==> config.mk <==
export PLATFORM = sky130hd
export DESIGN_NAME = if_stage_flat
export DESIGN_NICKNAME = d
export VERILOG_FILES = /design/src/rtl/if_stage_if.sv /design/src/rtl/if_stage.sv /design/src/flat_wrapper.sv
export SDC_FILE = /design/constraint.sdc
export NUM_CORES = 1
export LEC_CHECK = 0
export CAP_MARGIN = 5
export CORE_MARGIN = 4
export CORE_UTILIZATION = 43
export CTS_CLUSTER_SIZE = 12
export DETAILED_ROUTE_END_ITERATION = 7
export HOLD_SLACK_MARGIN = 0.06
export PLACE_DENSITY = 0.83
export SLEW_MARGIN = 10
export SYNTH_ARGS = -nofsm -noshare
export SYNTH_HDL_FRONTEND = slang
export SYNTH_SLANG_ARGS = --single-unit
==> constraint.sdc <==
create_clock -name clk -period 3.7 [get_ports clk]
set_input_delay 0.74 -clock clk [delete_from_list [all_inputs] [get_ports clk]]
set_output_delay 0.74 -clock clk [all_outputs]
set_load 0.01 [all_outputs]
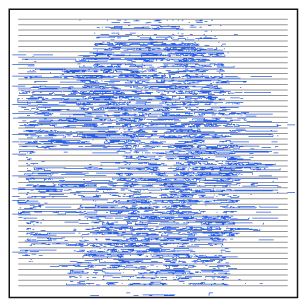
Figure 1: signal wires on met1.
Scale: 2 px per micron. Supply wires on this layer in gray.
- longest straight run: 35.9 microns
- wire length on this layer: 11000 microns
- share of all routed wire: 41%
- main direction: horizontal
- nets with wire on the layer: 1195
GR Util met1: 32.9%
vias after detailed routing: 8240
final wirelength: 26.5 mm

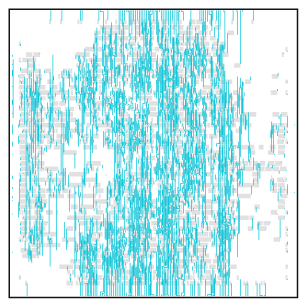
Figure 2: metal 2.
Scale: 2 px per micron.
- longest straight run: 54.4 microns
- wire length on this layer: 12100 microns
met2 Use GR: 39.7%

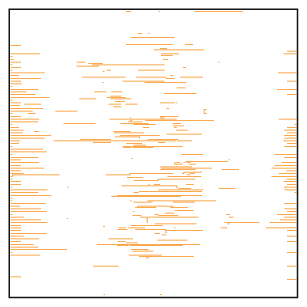
Figure 3: M3 wires.
Scale: 2 px per micron.
- share of all routed wire: 9.9%
- nets with wire on the layer: 234
- longest straight run: 61.2 microns
met3 usage: 5.59%

==> GITHUB_STEP_SUMMARY <==
### Metrics collected by this job

| Metric | Value |
|---|---|
| Hold WC Path Type | flop to flop |
| Ports | 263 |
| Slew Limit Fails | 0 |
| Layout cell share with drive strength beyond 1 | 12.1% |
| Total GRT Usage | 24.9% |
| CTS buffer count | 9 |
| Area Overhead vs Synth | 32.7% |
| Avg WL per Cell | 17.8 microns |
| Avg Inst Size Synth | 7.48 sq um |
| Antenna diodes | 0 |
| Starting Density | 43.8% |
| Ys async rst share | 0% |
| Pwr dens | 259 nW/um^2 |
| DR pass1 iterations | 5 |
| Sequential Area | 1950 sq um |
| Flop2flop setup slack | 0.12 ns |
| Clock Tree Buf Depth | 2 |
| Final Wtd Congestion | 0.930 |
| Status | finished, final reports clean |
| Chip area | 20500 sq um |
| #FFs+latches synth | 97 |
| Post-synth EDFFs | 0 |
| DRT antenna net count | 0 |
| Reg2reg path depth | 17 |
| Synthesized area | 7880 sq um |
| Tool warnings | 38 |
| Drc violations | 0 |
| CP startpoint kind | flop |
| Worst vdd ir | 0.000233 V |
| Die Y | 143 microns |
| Dpl hpwl | 20.0 mm |
| Placement Setup Slack | -0.0678 ns |
| Crit share post-route | 96.8% |
| WP buf/inv | 1 |
| Clock transition at the registers of the reported paths | 0.08 ns |
| Setup crit end kind | flop |
| Max-slew headroom | 26.9% |
| Yosys cell types | 74 |
| Seq share, synth | 24.7% |
| CP max stage cell | dfxtp_1 |
| Final setup vio count | 0 |
| Core area | 18000 sq um |
| H-Tree Depth | 3 |
| Crit Path Class | flop to flop |
| Sink Count | 97 |
| Yosys Chip Area | 7880 sq um |
| Largest net degree at the start of global routing | 101 |
| Yosys warning tally | 0 |
| CP Cell Sequence | and4_1 -> and3_1 -> and4_4 -> nand2_1 -> nor2_1 -> xor2_1 -> ha_1 -> a21oi_2 -> buf_4 -> o211ai_1 -> a21boi_1 -> nor2_1 -> nor3_2 -> o311ai_2 -> xnor2_1 -> and3_1 -> nor4_2 |
| Gate Count Post-Synth | 1053 |
| Crit path max-delay family | simple AND/OR/NAND/NOR gates |
| Total gr overflow | 0 |
| Min Tclk post-route | 3.58 ns |
| Clk_skew | 0.00950 ns |
| Combinational Area | 5400 sq um |
| Root Driver | clkbuf_16 |
| Die extent in x | 143 microns |
| Clk ins delay skew pair | 0.36 ns |
| Via density | 5.54 |
| Global-route wire length before repair | 40.7 mm |
| Initial antenna violation count | 0 |
| Port buffer count | 196 |
| Max incr delay on CP | 0.36 ns |
| Final setup margin | 0.119 ns |
| Ys cells | 1053 |
| Placed cell area | 10000 sq um |
| CTS tree | yes |
| Rows | 49 |
| Worst-Margin Slew | 1.10 ns |
| Fmax | 0.279 GHz |
| Max cap viols | 0 |
| 1st-iter DRT viols | 751 |
| RSZ-0062 raised after global routing | yes |
| Critical Path AT | 3.85 ns |
| Pleak | 4.14 nW |
| # fillers | 1602 |
| Main flop type | dfxtp_1 |
| Final hold viol count | 0 |
| Required time worst endpoint | 3.97 ns |
| Crit-path max FO | 4 |
| Final instance area | 10400 sq um |
| # nets final | 1363 |
| Vias in the first global route | 7468 |
| Hold-critical path depth | 2 |
| WP depth | 17 |
[cells in the mapped netlist, types with 16 or more instances]
cell type  count  area [sq um]
a21oi_1      124           621
buf_4         68           510
clkbuf_1      42           158
dfxtp_1       97          1940
ha_1          38           475
inv_1         19          71.3
mux2i_1       16           160
nand2_1      203           762
nand3_1       31           155
nand4_1       20           125
nor2_1        86           323
nor3_1        16          80.1
o21ai_0       28           140
xnor2_1       55           482
xor2_1        33           289
[per-stage QoR]
step | TNS [ns] | cells | utilization (%) | hold slack (ns) | power, mW
after global routing | -0.125 | 1488 | 58.2 | 0.484 | 2.82
final | 0 | 1488 | 58.2 | 0.457 | 2.70
after CTS | 0 | 1483 | 57.4 | 0.457 | 2.71
after detailed placement | -0.0944 | 1467 | 55.7 | 0.447 | 1.75
after global placement | 0 | 1467 | 55.7 | 0.441 | 1.74
after floorplan | -0.000524 | 1116 | - | 0.481 | 1.53
[tightest hold or removal path, delay by kind of cell, from the launching register on]
family          cells  cell delay [ns]
simple gates        1             0.05
compound gates      1             0.05
flops               1             0.31
[cell families (layout without fill, tap and decap cells)]
| group | Yosys count | in the layout | synth area share, % |
|---|---|---|---|
| buf+inv | 148 | 291 | 11.5 |
| compound gates | 230 | 230 | 18.1 |
| mux | 30 | 30 | 5.32 |
| flops | 97 | 97 | 24.7 |
| fa+ha+maj | 39 | 39 | 6.29 |
| simple gates | 420 | 420 | 24.3 |
| other cells | 1 | 64 | 0.0476 |
| xor+xnor | 88 | 88 | 9.79 |
[area by class of cell]
type	count	area share, %
Clock inverter	4	0.323
Inverter	19	0.683
Timing Repair Buffer	256	23.4
Clock buffer	12	2.55
Tap cell	229	2.74
Sequential cell	97	18.6
Multi-Input combinational cell	871	51.6
[repair_timing]
item	4_1_cts	5_1_grt
setup buffers	0	5
pin swaps	3	20
hold buffers	0	0
resized	5	28
endpoints found under the setup margin	6	13
[per-layer routing]
layer / vias to the layer above / GRT usage, % / part of all wire (%)
met5: - / 0 / 0
met2: 414 / 39.7 / 46
met3: 49 / 5.59 / 9.9
met4: 0 / 9.96 / 3.1
met1: 3851 / 32.9 / 41
li1: 3926 / - / -
[cell usage in the layout (no fill, tap or decap), drive strengths merged, types with 33 or more instances in the layout]
master	instances
nor2	86
dfxtp	97
xnor2	55
ha	38
nand3	33
a21oi	126
buf	62
nand2	204
conb	64
clkdlybuf4s50	191
xor2	33
[power by group]
part	internal (mW)	total, mW	switching [mW]
Clock	0.517	0.963	0.446
Sequential	1.09	1.15	0.0643
Combinational	0.281	0.591	0.310
Total	1.88	2.70	0.820
No activity file was given, so power comes from the tool's default toggle rates.
